## config.mk

```make
export PLATFORM = sky130hd
export DESIGN_NAME = reg_bus_arbiter
export DESIGN_NICKNAME = d
export VERILOG_FILES = /design/src/rtl/reg_bus_arbiter.sv
export SDC_FILE = /design/constraint.sdc
export NUM_CORES = 1
export LEC_CHECK = 0
export CORE_ASPECT_RATIO = 2
export CORE_UTILIZATION = 25
export DETAILED_ROUTE_END_ITERATION = 10
export DONT_BUFFER_PORTS = 1
export MAX_ROUTING_LAYER = met4
export PLACE_DENSITY_LB_ADDON = 0.15
export SLEW_MARGIN = 20
export SYNTH_ARGS = -nofsm -noshare
export SYNTH_HDL_FRONTEND = slang
export SYNTH_SLANG_ARGS = --single-unit
```

## constraint.sdc

```tcl
create_clock -name reg_clk -period 4.47 [get_ports reg_clk]
set_input_delay 0.6705 -clock reg_clk [delete_from_list [all_inputs] [get_ports reg_clk]]
set_output_delay 0.6705 -clock reg_clk [all_outputs]
set_load 0.02 [all_outputs]
```

## src/rtl/reg_bus_arbiter.sv

```systemverilog
// Round-robin arbiter sharing one register-block slave bus
// between NUM_REQ masters, one access outstanding at a time.
module reg_bus_arbiter #(
  parameter int ADDR_WIDTH = 24,
  parameter int NUM_REQ    = 2
) (
  input  logic                          reg_clk,
  input  logic                          reg_rst,
  input  logic [NUM_REQ-1:0]            req_valid,
  input  logic [NUM_REQ-1:0]            req_write,
  input  logic [NUM_REQ*ADDR_WIDTH-1:0] req_addr,
  input  logic [NUM_REQ*4-1:0]          req_we,
  input  logic [NUM_REQ*32-1:0]         req_wdat,
  output logic [NUM_REQ-1:0]            req_ready,
  output logic [NUM_REQ-1:0]            rsp_valid,
  output logic [31:0]                   rsp_rdat,
  output logic                          reg_wr,
  output logic                          reg_rd,
  output logic [3:0]                    reg_we,
  output logic [ADDR_WIDTH-1:0]         reg_addr,
  output logic [31:0]                   reg_wdat,
  input  logic [31:0]                   reg_rdat,
  output logic                          busy
);

  localparam int IW = (NUM_REQ > 1) ? $clog2(NUM_REQ) : 1;

  typedef enum logic [1:0] {
    IDLE,
    ISSUE,
    RDCAP,
    RESP
  } state_t;

  state_t state;
  state_t state_nxt;

  logic [IW-1:0]      rr_ptr;
  logic [IW-1:0]      ptr_nxt;
  logic [IW-1:0]      gnt_idx;
  logic               gnt_any;
  logic [IW-1:0]      lat_idx;
  logic               lat_write;
  logic [NUM_REQ-1:0] one_hot;

  assign one_hot = {{(NUM_REQ-1){1'b0}}, 1'b1};

  // Pick the first requester at or after rr_ptr, wrapping.
  always_comb begin
    int j;
    j       = 0;
    gnt_any = 1'b0;
    gnt_idx = '0;
    for (int k = 0; k < NUM_REQ; k++) begin
      j = int'(rr_ptr) + k;
      if (j >= NUM_REQ) j = j - NUM_REQ;
      if (!gnt_any && req_valid[j]) begin
        gnt_any = 1'b1;
        gnt_idx = IW'(j);
      end
    end
  end

  // Pointer moves to the master after the one just granted.
  always_comb begin
    ptr_nxt = gnt_idx + IW'(1);
    if (gnt_idx == IW'(NUM_REQ - 1)) ptr_nxt = '0;
  end

  // State register.
  always_ff @(posedge reg_clk or posedge reg_rst) begin
    if (reg_rst) state <= IDLE;
    else         state <= state_nxt;
  end

  // Next state plus handshake outputs.
  always_comb begin
    state_nxt = state;
    req_ready = '0;
    rsp_valid = '0;
    busy      = (state != IDLE);
    unique case (state)
      IDLE: begin
        if (gnt_any) begin
          state_nxt = ISSUE;
          if (!reg_rst) req_ready = one_hot << gnt_idx;
        end
      end
      ISSUE: state_nxt = lat_write ? RESP : RDCAP;
      RDCAP: state_nxt = RESP;
      RESP: begin
        state_nxt = IDLE;
        rsp_valid = one_hot << lat_idx;
      end
      default: state_nxt = IDLE;
    endcase
  end

  // Accept a request: the bus registers double as the latch
  // for address/enables/data, since they are only live in ISSUE.
  always_ff @(posedge reg_clk or posedge reg_rst) begin
    if (reg_rst) begin
      rr_ptr    <= '0;
      lat_idx   <= '0;
      lat_write <= 1'b0;
      reg_wr    <= 1'b0;
      reg_rd    <= 1'b0;
      reg_we    <= '0;
      reg_addr  <= '0;
      reg_wdat  <= '0;
      rsp_rdat  <= '0;
    end else begin
      reg_wr   <= 1'b0;
      reg_rd   <= 1'b0;
      reg_we   <= '0;
      reg_addr <= '0;
      reg_wdat <= '0;
      if (state == IDLE && gnt_any) begin
        rr_ptr    <= ptr_nxt;
        lat_idx   <= gnt_idx;
        lat_write <= req_write[gnt_idx];
        reg_wr    <= req_write[gnt_idx];
        reg_rd    <= !req_write[gnt_idx];
        reg_addr  <= req_addr[gnt_idx*ADDR_WIDTH +: ADDR_WIDTH];
        if (req_write[gnt_idx]) begin
          reg_we   <= req_we[gnt_idx*4 +: 4];
          reg_wdat <= req_wdat[gnt_idx*32 +: 32];
        end
      end
      if (state == RDCAP) rsp_rdat <= reg_rdat;
    end
  end

endmodule
```

==> impl_metrics.yaml <==
# yosys + openroad results
run_status:
  status: "complete, no violations"
cts:
  cts_made_buffers: 9
  cts_max_level: 3
  clock_latency_ps: 350
  cts_tree: "yes"
global_route:
  grt_pass1_vias: 2957
  grt_remaining_overflow: 0
  grt_max_degree: 64
  track_usage: 0.1447
critical_path:
  worstPathArrival_ps: 2230
  required_ps: 3800
  crit_path_max_fanout: 23
  max_stage_delay_ps: 830
  worstPathCellList: "inv_1 -> ha_1 -> inv_2 -> nor4_1"
  path_buffers: 2
  critPathTopFamily: "simple AND/OR/NAND/NOR gates"
synthesis:
  ys_area_mm2: 0.004254
  ys_seq_share: 0.5824
  yosys_warnings: 0
  syn_nets: 492
  synth_cell_types: 35
route:
  post-route-drc-count: 0
  drt_wl_total_um: 12260
floorplan:
  fp_util: 0.2550
  die-width_um: 94.24
  fp-row-count: 67
  die_h_um: 186.5
timing:
  report.final.slew_viol_count: 0
  finalClockPeriodUsage: 0.6486
  hold_ws_ps: 216.6
  grt_setup_unrepaired: "false"
  tightest_slew_ps: 1078
finish:
  nFillCells: 1719
  syn_to_final_growth_pct: 8.647
  final_core_util: 0.2771
  layout-drive-gt1-share: 0.2445
pwr:
  p_leak_nw: 1.895
  ir_drop_uv: 173.1
  cellPowerDensity_mw_per_mm2: 687.7
placed_design:
  dp_hpwl_um: 8867
[metal layers]
layer  wire, µm  GRT usage  vias up  share of wire
met1       4179     0.1359     1327           0.34
met4        383    0.07396        0          0.031
met2       6737     0.2611      187           0.55
met5          0          -        -              0
met3        962    0.03708       21          0.078
li1           -          -     1181              -
[sequential cells by signal (all words and copies together), names as in the netlist]
signal / cells
lat_write: 1
state: 2
rsp_rdat: 32
reg_we: 4
lat_idx: 1
reg_wr: 1
reg_addr: 24
rr_ptr: 1
reg_rd: 1
reg_wdat: 32
[power by group]
| group | switching [mW] | internal [mW] | total (mW) |
|---|---|---|---|
| clock | 0.345 | 0.378 | 0.723 |
| combinational | 0.463 | 0.345 | 0.808 |
| sequential | 0.482 | 1.17 | 1.65 |
| total | 1.29 | 1.89 | 3.18 |
[cell type report]
type / count / area [µm²] / share of cell area
flip-flops and latches: 99 / 2477 / 0.5360
multi-input cells: 193 / 1546 / 0.3346
well taps: 207 / 259.0 / 0.05604
clock buffers: 10 / 229.0 / 0.04954
repair buffers: 6 / 48.80 / 0.01056
clock inverters: 6 / 40.04 / 0.008663
inverters: 5 / 21.27 / 0.004602
[worst reg2reg max path, stage by stage (launching register included)]
cell	delay [ps]
dfrtp_1	410
inv_1	130
ha_1	260
inv_2	260
buf_4	330
nor3_4	600
buf_6	260
a22o_1	160
[cell families after synthesis]
kind of cell	Yosys count	synth area share
buffers and inverters	38	0.05412
AND/OR/NAND/NOR	48	0.06148
adder cells (fa/ha/maj)	4	0.01177
AND-OR/OR-AND	108	0.2029
flip-flops	99	0.5824
multiplexers	33	0.08735
[synth_stat cells, types with 2 or more instances]
cell      count  share of area
buf_2        11          0.013
ha_1          4          0.012
inv_1         3         0.0026
a211oi_1     16          0.028
o21ai_1      22          0.026
dfrtp_1      99           0.58
nor2_1        2         0.0018
o21ai_0      17          0.020
clkbuf_2      2         0.0024
clkbuf_1      7         0.0062
a21o_1        2         0.0035
inv_2         2         0.0018
a22o_1       24          0.049
nand3_1      36          0.042
buf_4         7          0.012
buf_6         6          0.016
a211oi_2     20          0.059
mux2_1        3         0.0079
mux2_2       30          0.079
and2_1        2         0.0029
[path summary, 6_finish.rpt]
kind	startpoint	end	slack [ps]	cells after the start
worst max-delay path	state[0]	req_ready[1]	1570	4
worst min-delay path	reg_rst	reg_wdat[18]	220	1
worst max register to register	state[0]	reg_addr[3]	2010	7
worst min register to register	lat_idx	lat_idx	510	1
max in group asynchronous	reg_rst	rsp_rdat[19]	3050	2
min in group reg_clk	req_addr[4]	reg_addr[4]	450	1
[per-stage QoR]
step           worst slack (ps)  instances
2_1_floorplan             546.6        330
3_3_place_gp               1904        509
3_5_place_dp               1793        509
4_1_cts                    1558        525
5_1_grt                    1417        526
6_report                   1571        526
### Selected gate families

Drawn at 3 px/µm.
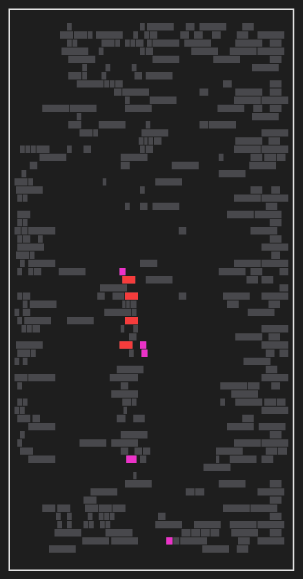
and/or cells -> magenta  # cells 5, most used and2_1
fa/ha/maj cells -> red  # cells 4, most used ha_1, where centre
dominant logic cell type in the layout: dfrtp_1
multi-input combinational area share: 0.3346
Cell Count, Final, Fillers Out: 526

### Port wiring

Drawn at 2 px/µm.
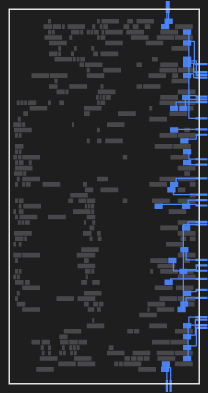
reg_rdat -> blue  # direction input, end cells 32, buffers 0, wire 415 µm
Top Ports: 257
number of port buffers: 0

### Sizing map

Drawn at 3 px/µm.
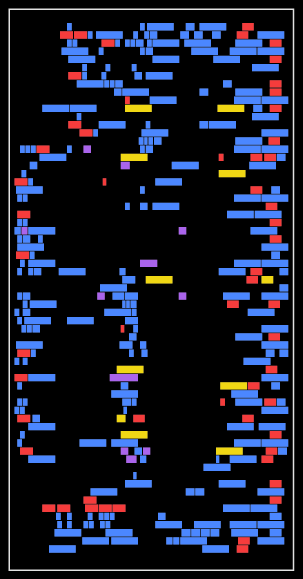
_3 and _4 cells -> purple  # cells 11, share 3.4%
_6 and larger -> yellow  # cells 11, share 3.4%
_2 cells -> red  # cells 56, share 18%
_0 and _1 cells -> blue  # cells 241, share 76%
Non-clk bufs: 6
post-route cell area: 0.004622 mm²

Power and IR drop assume default switching activity.
